`src/rtl/control_sequencer.sv`:
```
// Hardwired control sequencer: fetch (T0-T2) and execute (T3-T6) microsteps that produce datapath strobes.
// Define CTRL_SEQ_MULDIV_EN to enable the MUL/DIV sequences; when it is undefined, those opcodes decode as illegal.
module control_sequencer #(
  parameter int OPW = 5
) (
  input  logic        clk,
  input  logic        clr,
  input  logic [31:0] IR,
  input  logic        mem_ready,
  output logic [29:0] ctl,
  output logic        run,
  output logic        illegal
);

  typedef enum logic [3:0] {RST, T0, T1, T2, T3, T4, T5, T6, HALTED} state_t;

  localparam int PC_OUT    = 0;
  localparam int ZLOW_OUT  = 1;
  localparam int MDR_OUT   = 3;
  localparam int MAR_IN    = 7;
  localparam int PC_IN     = 8;
  localparam int MDR_IN    = 9;
  localparam int IR_IN     = 10;
  localparam int Y_IN      = 11;
  localparam int INC_PC    = 12;
  localparam int Z_IN      = 15;
  localparam int GRA       = 16;
  localparam int GRB       = 17;
  localparam int GRC       = 18;
  localparam int R_IN      = 19;
  localparam int R_OUT     = 20;
  localparam int ADD_B     = 22;
  localparam int SUB_B     = 23;
  localparam int AND_B     = 26;
  localparam int OR_B      = 27;
  localparam int READ_B    = 28;

  localparam logic [OPW-1:0] OP_ADD  = OPW'(5'b00011);
  localparam logic [OPW-1:0] OP_SUB  = OPW'(5'b00100);
  localparam logic [OPW-1:0] OP_AND  = OPW'(5'b00101);
  localparam logic [OPW-1:0] OP_OR   = OPW'(5'b00110);
  localparam logic [OPW-1:0] OP_JR   = OPW'(5'b10100);
  localparam logic [OPW-1:0] OP_JAL  = OPW'(5'b10101);
  localparam logic [OPW-1:0] OP_NOP  = OPW'(5'b11010);
  localparam logic [OPW-1:0] OP_HALT = OPW'(5'b11011);

`ifdef CTRL_SEQ_MULDIV_EN
  localparam int ZHIGH_OUT = 2;
  localparam int HI_IN     = 13;
  localparam int LO_IN     = 14;
  localparam int MUL_B     = 24;
  localparam int DIV_B     = 25;
  localparam logic [OPW-1:0] OP_MUL = OPW'(5'b01110);
  localparam logic [OPW-1:0] OP_DIV = OPW'(5'b01111);
`endif

  state_t state_reg, state_next;

  logic [OPW-1:0] opcode;
  logic           unused_ir;
  logic           is_alu, is_muldiv, is_jr, is_jal, is_nop, is_halt;

  assign opcode    = IR[31 -: OPW];
  assign unused_ir = ^IR[31-OPW:0];

  assign is_alu  = (opcode == OP_ADD) || (opcode == OP_SUB) ||
                   (opcode == OP_AND) || (opcode == OP_OR);
  assign is_jr   = (opcode == OP_JR);
  assign is_jal  = (opcode == OP_JAL);
  assign is_nop  = (opcode == OP_NOP);
  assign is_halt = (opcode == OP_HALT);
`ifdef CTRL_SEQ_MULDIV_EN
  assign is_muldiv = (opcode == OP_MUL) || (opcode == OP_DIV);
`else
  assign is_muldiv = 1'b0;
`endif

  always_ff @(posedge clk or posedge clr) begin
    if (clr) state_reg <= RST;
    else     state_reg <= state_next;
  end

  always_comb begin
    state_next = state_reg;
    case (state_reg)
      RST:    state_next = T0;
      T0:     state_next = T1;
      T1:     if (mem_ready) state_next = T2;
      T2:     state_next = T3;
      T3: begin
        if (is_alu || is_muldiv || is_jal) state_next = T4;
        else if (is_halt)                  state_next = HALTED;
        else                               state_next = T0;
      end
      T4:     state_next = (is_alu || is_muldiv) ? T5 : T0;
      T5:     state_next = is_muldiv ? T6 : T0;
      T6:     state_next = T0;
      HALTED: state_next = HALTED;
      default: state_next = RST;
    endcase
  end

  // Decoded from the live state and IR rather than registered: IR is loaded at the
  // T2->T3 edge, so a registered decode would see the previous instruction in T3.
  always_comb begin
    ctl     = '0;
    illegal = 1'b0;
    run     = (state_reg != RST) && (state_reg != HALTED);
    case (state_reg)
      T0: begin
        ctl[PC_OUT] = 1'b1; ctl[MAR_IN] = 1'b1; ctl[INC_PC] = 1'b1; ctl[Z_IN] = 1'b1;
      end
      T1: begin
        ctl[ZLOW_OUT] = 1'b1; ctl[PC_IN] = 1'b1; ctl[READ_B] = 1'b1; ctl[MDR_IN] = 1'b1;
      end
      T2: begin
        ctl[MDR_OUT] = 1'b1; ctl[IR_IN] = 1'b1;
      end
      T3: begin
        if (is_alu) begin
          ctl[GRB] = 1'b1; ctl[R_OUT] = 1'b1; ctl[Y_IN] = 1'b1;
        end else if (is_muldiv) begin
          ctl[GRA] = 1'b1; ctl[R_OUT] = 1'b1; ctl[Y_IN] = 1'b1;
        end else if (is_jr) begin
          ctl[GRA] = 1'b1; ctl[R_OUT] = 1'b1; ctl[PC_IN] = 1'b1;
        end else if (is_jal) begin
          ctl[PC_OUT] = 1'b1; ctl[GRB] = 1'b1; ctl[R_IN] = 1'b1;
        end else begin
          illegal = !(is_nop || is_halt);
        end
      end
      T4: begin
        if (is_alu) begin
          ctl[GRC] = 1'b1; ctl[R_OUT] = 1'b1; ctl[Z_IN] = 1'b1;
          ctl[ADD_B] = (opcode == OP_ADD);
          ctl[SUB_B] = (opcode == OP_SUB);
          ctl[AND_B] = (opcode == OP_AND);
          ctl[OR_B]  = (opcode == OP_OR);
        end else if (is_jal) begin
          ctl[GRA] = 1'b1; ctl[R_OUT] = 1'b1; ctl[PC_IN] = 1'b1;
        end
`ifdef CTRL_SEQ_MULDIV_EN
        else if (is_muldiv) begin
          ctl[GRB] = 1'b1; ctl[R_OUT] = 1'b1; ctl[Z_IN] = 1'b1;
          ctl[MUL_B] = (opcode == OP_MUL);
          ctl[DIV_B] = (opcode == OP_DIV);
        end
`endif
      end
      T5: begin
        if (is_alu) begin
          ctl[ZLOW_OUT] = 1'b1; ctl[GRA] = 1'b1; ctl[R_IN] = 1'b1;
        end
`ifdef CTRL_SEQ_MULDIV_EN
        else if (is_muldiv) begin
          ctl[ZLOW_OUT] = 1'b1; ctl[LO_IN] = 1'b1;
        end
`endif
      end
      T6: begin
`ifdef CTRL_SEQ_MULDIV_EN
        ctl[ZHIGH_OUT] = 1'b1; ctl[HI_IN] = 1'b1;
`endif
      end
      default: ;
    endcase
  end

endmodule

```
`config.mk`:
```
export PLATFORM = sky130hd
export DESIGN_NAME = control_sequencer
export DESIGN_NICKNAME = d
export VERILOG_FILES = /design/src/rtl/control_sequencer.sv
export SDC_FILE = /design/constraint.sdc
export NUM_CORES = 1
export LEC_CHECK = 0
export CORE_UTILIZATION = 31
export CTS_CLUSTER_SIZE = 40
export DETAILED_ROUTE_END_ITERATION = 12
export PLACE_DENSITY = 0.92
export SYNTH_ARGS = -nofsm -noshare
export SYNTH_HDL_FRONTEND = slang
export SYNTH_SLANG_ARGS = --single-unit
export TNS_END_PERCENT = 10
```
`constraint.sdc`:
```
create_clock -name clk -period 3.6 [get_ports clk]
set_clock_uncertainty 0.2 [all_clocks]
set_input_delay 0.72 -clock clk [delete_from_list [all_inputs] [get_ports clk]]
set_output_delay 0.72 -clock clk [all_outputs]
set_load 0.02 [all_outputs]
```
==> results.txt, run 1 <==
impl run done, here's what came out: Seq. pwr=between 90 and 100 uW, Inserted Diodes=0, tally of clock buffers in the finished layout=3, sequential area share after synthesis=0.1541, data required time at the worst endpoint=about 2.7 ns, chip area estimate from yosys synthesis=~650 um2, maximum clock frequency=roughly 0.29 GHz, worst min-delay path endpoint=state_reg[1], TritonCTS clock tree=done, period utilisation layout=0.9621, initial antenna violation count=0, multi-input gates=between 70 and 80, Latency at later pin=0.23 ns, clock net sink count=4, count of endpoints failing hold in the final timing report=0, Reg-to-Reg End=state_reg[3], chain of cells forming the critical path=clkdlybuf4s50_1, buf_4, nand3b_1, nor4_1, clkdlybuf4s50_1, area of the multi-input gates=around 430 um2, largest buffer count on any clock path=2, die outline width=around 48 um, CP max stage cell=sky130_fd_sc_hd__clkdlybuf4s50_1, result of the run=complete, no violations, Total Nets Final=160, final critical-path setup slack=around 0.14 ns, layout buffer count excluding clock buffers=37, power consumption=approximately 550 uW, top post-synthesis cells by count=sky130_fd_sc_hd__buf_4 (13), sky130_fd_sc_hd__nor2_1 (11), sky130_fd_sc_hd__nor3_1 (7), PwrDens=566.1 nW/um2, Well-Tap Cells=27, share of cell area taken by flip-flops and latches=0.1039, Worst path depth=5, portion of the layout cell area used by clock cells=0.02338, share of power burned in combinational logic=0.723, Reg-to-Reg Start=state_reg[0], library cell with the largest summed area after synthesis=sky130_fd_sc_hd__dfrtp_1, maximum single-stage delay on the critical path=0.67 ns, number of buffers and inverters on the critical path=3, flip-flops=4, Clk Tree Root Cell=sky130_fd_sc_hd__clkbuf_4, synthesized instance count=95, Top-area cell share=0.1541, CTS Hold Buffers Added=0, WP data arrival=about 2.5 ns, highest ir drop seen on vdd=~0.33 mV, clock distribution power=54.4 uW, DPL Wire Length=~1400 um, clock edge transition at the registers on the reported setup and hold paths=~0.04 ns, fraction of layout instances using a drive strength above 1=0.1301, Post-Place Setup Slack=-0.008781 ns, Area growth, synth to finish=48.36%, number of nets still failing antenna checks after routing=0
[run 1: stage by stage]
step / TNS, ns / hold slack, ns / instance area (um2) / instances / util
after floorplan: 0 / 0.2861 / 683.2 / 104 / -
after global placement: 0 / 0.4401 / 925.9 / 147 / 0.4719
after detailed placement: -0.008781 / 0.4527 / 925.9 / 147 / 0.4719
after CTS: 0 / 0.4608 / 947.2 / 150 / 0.4828
after global routing: 0 / 0.4840 / 963.4 / 150 / 0.4911
final: 0 / 0.4639 / 963.4 / 150 / 0.4911
[run 1: per-layer routing]
layer  wire length (um)  track usage
met3                 88      0.03774
met5                  0            0
met2                881       0.2676
met4                 44      0.08889
met1                734       0.2009
[run 1: kinds of logic after synthesis]
group | share of synthesized area
simple gates | 0.3873
buf+inv | 0.2408
compound gates | 0.1965
flops | 0.1541
mux | 0.01541
other cells | 0.005775
### Signal wires by layer, run 1

(8 px per um)
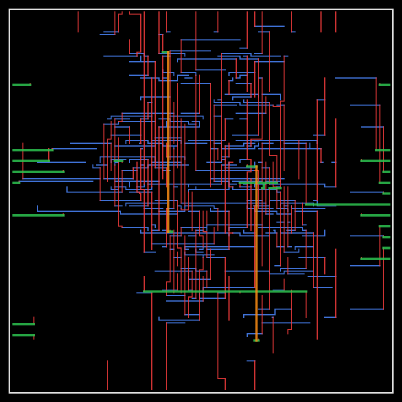
[green] met3 | wire length: 88.3 um
[red] met2 | wire length: 881 um
[orange] met4 | wire length: 44.2 um
[blue] met1 | wire length: 735 um

### Routing congestion map, run 1

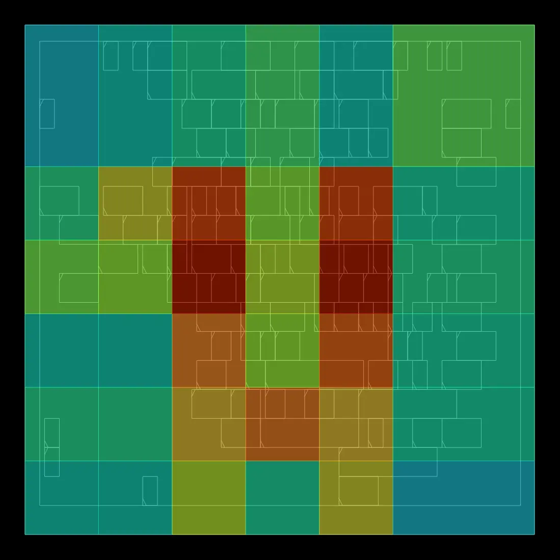
Global Route Usage Sum: 0.1649
fraction of met2 tracks used by global routing: 0.2676
average wire per standard cell: 11.65 um
met3 GRT Util: 0.03774
final core utilization: 0.4911

### Clock distribution, run 1

(6 px per um)
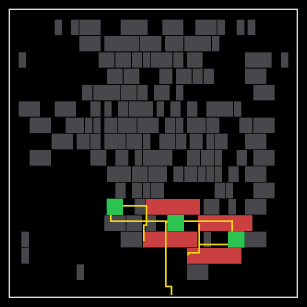
[green] cells driving clock nets | count: 3
[red] flip-flops | count: 4
[yellow] clock wires | length: 63.2 um
routed clock nets: 4

### Logic cells by family, run 1

(8 px per um)
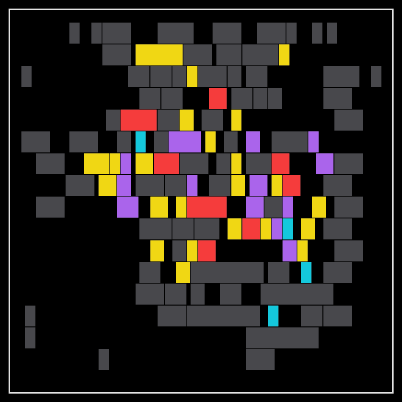
[red] AND and OR gates | cells: 8 | where: center
[cyan] inverters | cells: 4 | most used: inv_1
[yellow] NOR gates | cells: 23 | most used: nor2_1
[purple] NAND gates | cells: 13 | most used: nand2_1

## Run 2: what changed since run 1
--- a/config.mk
+++ b/config.mk
@@ -8,7 +8,7 @@
 export CORE_UTILIZATION = 31
 export CTS_CLUSTER_SIZE = 40
 export DETAILED_ROUTE_END_ITERATION = 12
-export PLACE_DENSITY = 0.92
+export PLACE_DENSITY = 0.84
 export SYNTH_ARGS = -nofsm -noshare
 export SYNTH_HDL_FRONTEND = slang
 export SYNTH_SLANG_ARGS = --single-unit
### Clock distribution, run 2

(6 px per um)
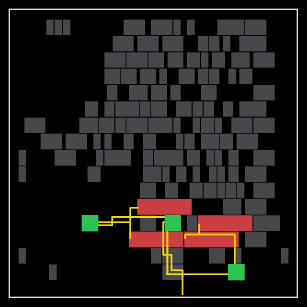
clock distribution power: 56.5 uW
clock network fraction of design power: 0.104
Latency at later pin: 0.24 ns

### Signal wires by layer, run 2

(8 px per um)
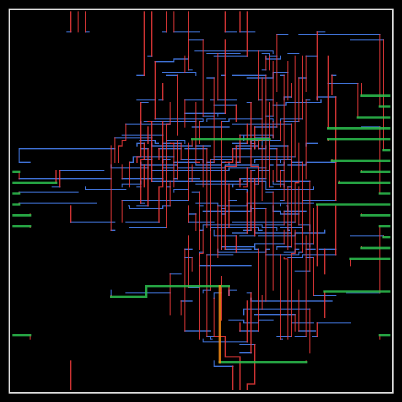
[red] met2 | wire length: 883 um
[blue] met1 | wire length: 696 um
[green] met3 | wire length: 124 um
[orange] met4 | wire length: 9.50 um

### Routing congestion map, run 2

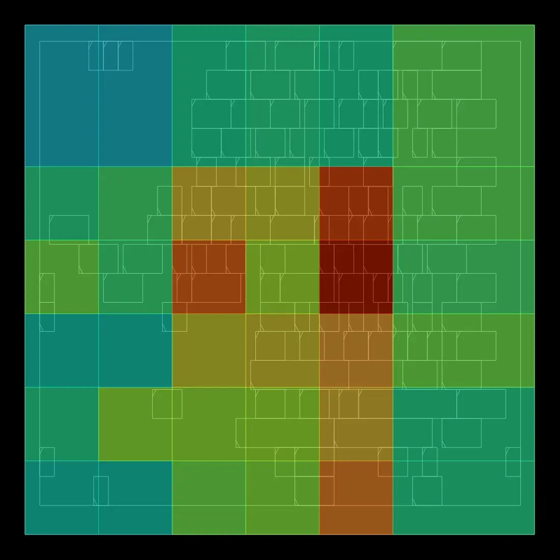
fraction of met2 tracks used by global routing: 0.3054
Global Route Usage Sum: 0.1646

==> results.txt, run 2 <==
impl run done, here's what came out: final critical-path setup slack=0.1515 ns (+0.01513 ns), chip area estimate from yosys synthesis=649.4 um2 (unchanged), placed cell areas=925.9 um2 (unchanged), number of nets still failing antenna checks after routing=0 (unchanged), Top-area cell share=0.1541 (unchanged), main logic family after synthesis=simple AND/OR/NAND/NOR gates, share of power burned in combinational logic=0.723 (about the same), Site Rows=16, detailed-routed wire length on met2=883 um (+0.23%), period utilisation layout=0.9579 (-0.004202), setup_tns=0 ns (unchanged), vertical die size=47.77 um, DPL Wire Length=1386 um (-1.4%), maximum clock frequency=0.2900 GHz (+0.44%), library cell with the largest summed area after synthesis=sky130_fd_sc_hd__dfrtp_1, GRT Max-Usage Layer=met2, Reg-to-Reg End=state_reg[3], met3 GRT Util=0.05660 (+0.01887), yosys adder share=0 (unchanged), count of endpoints failing hold in the final timing report=0 (unchanged), AND/OR/NAND/NOR Cells, Area Fraction=0.3873 (unchanged), TritonCTS clock tree=done, Int Pwr=between 200 and 300 uW, PwrDens=568.8 nW/um2 (+0.48%), fraction of layout instances using a drive strength above 1=0.1220 (-0.008130), Top cell by count, worst path=sky130_fd_sc_hd__clkdlybuf4s50_1, Total Nets Final=160 (unchanged), power consumption=543.8 uW (-0.31%), final core utilization=0.4872 (-0.003826), Clk Tree Root Cell=sky130_fd_sc_hd__clkbuf_4, data required time at the worst endpoint=2.68 ns (about the same), WP data arrival=2.53 ns (about the same), tightest hold margin=0.4548 ns (-0.009060 ns), crit path from=IR[27], xor+xnor area frac=0 (unchanged), Synth Area in Compound Gates=0.1965 (unchanged), worst min-delay path endpoint=state_reg[1], highest ir drop seen on vdd=0.3298 mV (about the same), number of instances in the placed design=147 (unchanged), average wire per standard cell=11.41 um (-2.1%), Synth mux share=0.01541 (unchanged), largest buffer count on any clock path=2 (unchanged), result of the run=complete, no violations, clock edge transition at the registers on the reported setup and hold paths=0.04 ns (about the same), synthesized instance count=95 (unchanged), die outline width=47.77 um (unchanged), number of standard cells in the final layout excluding fillers=150 (unchanged), most frequent logic cell in the layout=sky130_fd_sc_hd__clkdlybuf4s50_1, maximum single-stage delay on the critical path=0.63 ns (-0.04 ns), distinct cell type count after synthesis=36, post-synthesis cell type with the largest instance count=sky130_fd_sc_hd__buf_4, initial antenna violation count=0 (unchanged), clock net sink count=4 (unchanged), chain of cells forming the critical path=clkdlybuf4s50_1, buf_4, and4bb_2, a21oi_1, nor3_1, clkdlybuf4s50_1, wl on met1=695 um (-5.3%), grt met1 use=0.1753 (-0.02562), top post-synthesis cells by count=sky130_fd_sc_hd__buf_4 (13), sky130_fd_sc_hd__nor2_1 (11), sky130_fd_sc_hd__nor3_1 (7), Post-Place Setup Slack=-0.001363 ns (+0.007419 ns), CTS Hold Buffers Added=0 (unchanged), sequential area share after synthesis=0.1541 (unchanged), Non-Filler Cell Area, Final=955.9 um2 (-0.78%), met3 wire len=124 um (+41%), highest signal layer in the routed design=met4, most common flop cell mapped by yosys=sky130_fd_sc_hd__dfrtp_1, Inserted Diodes=0 (unchanged), Reg-to-Reg Start=state_reg[0], Area growth, synth to finish=47.21%, CP max stage cell=sky130_fd_sc_hd__clkdlybuf4s50_1
==> run 2: cell counts after synthesis <==
Identical to the previous run, type by type.
==> run 2: layout make-up <==
class	count	area (um2)
sequential	4	100.1
fill	223	1006
tap	27	33.78
multi-input combinational	75	426.7
inverter	4	15.01
timing repair buffer	37	357.8
clock buffer	3	22.52
==> run 2: power groups by stage <==
stage	registers [mW]	logic (mW)	clock network (mW)
after floorplan	0.0677	0.298	0
after global placement	0.0937	0.386	0
after detailed placement	0.0943	0.399	0
after CTS	0.0937	0.400	0.0594
after global routing	0.0978	0.431	0.0647
final	0.0942	0.393	0.0565
==> run 2: worst max-delay path: cells and delay by family <==
family,cells,cell delay (ns)
AOI/OAI and AO/OA,1,0.07
buffers and inverters,3,1.30
and+or+nand+nor,2,0.43
Power and IR drop assume default switching activity.
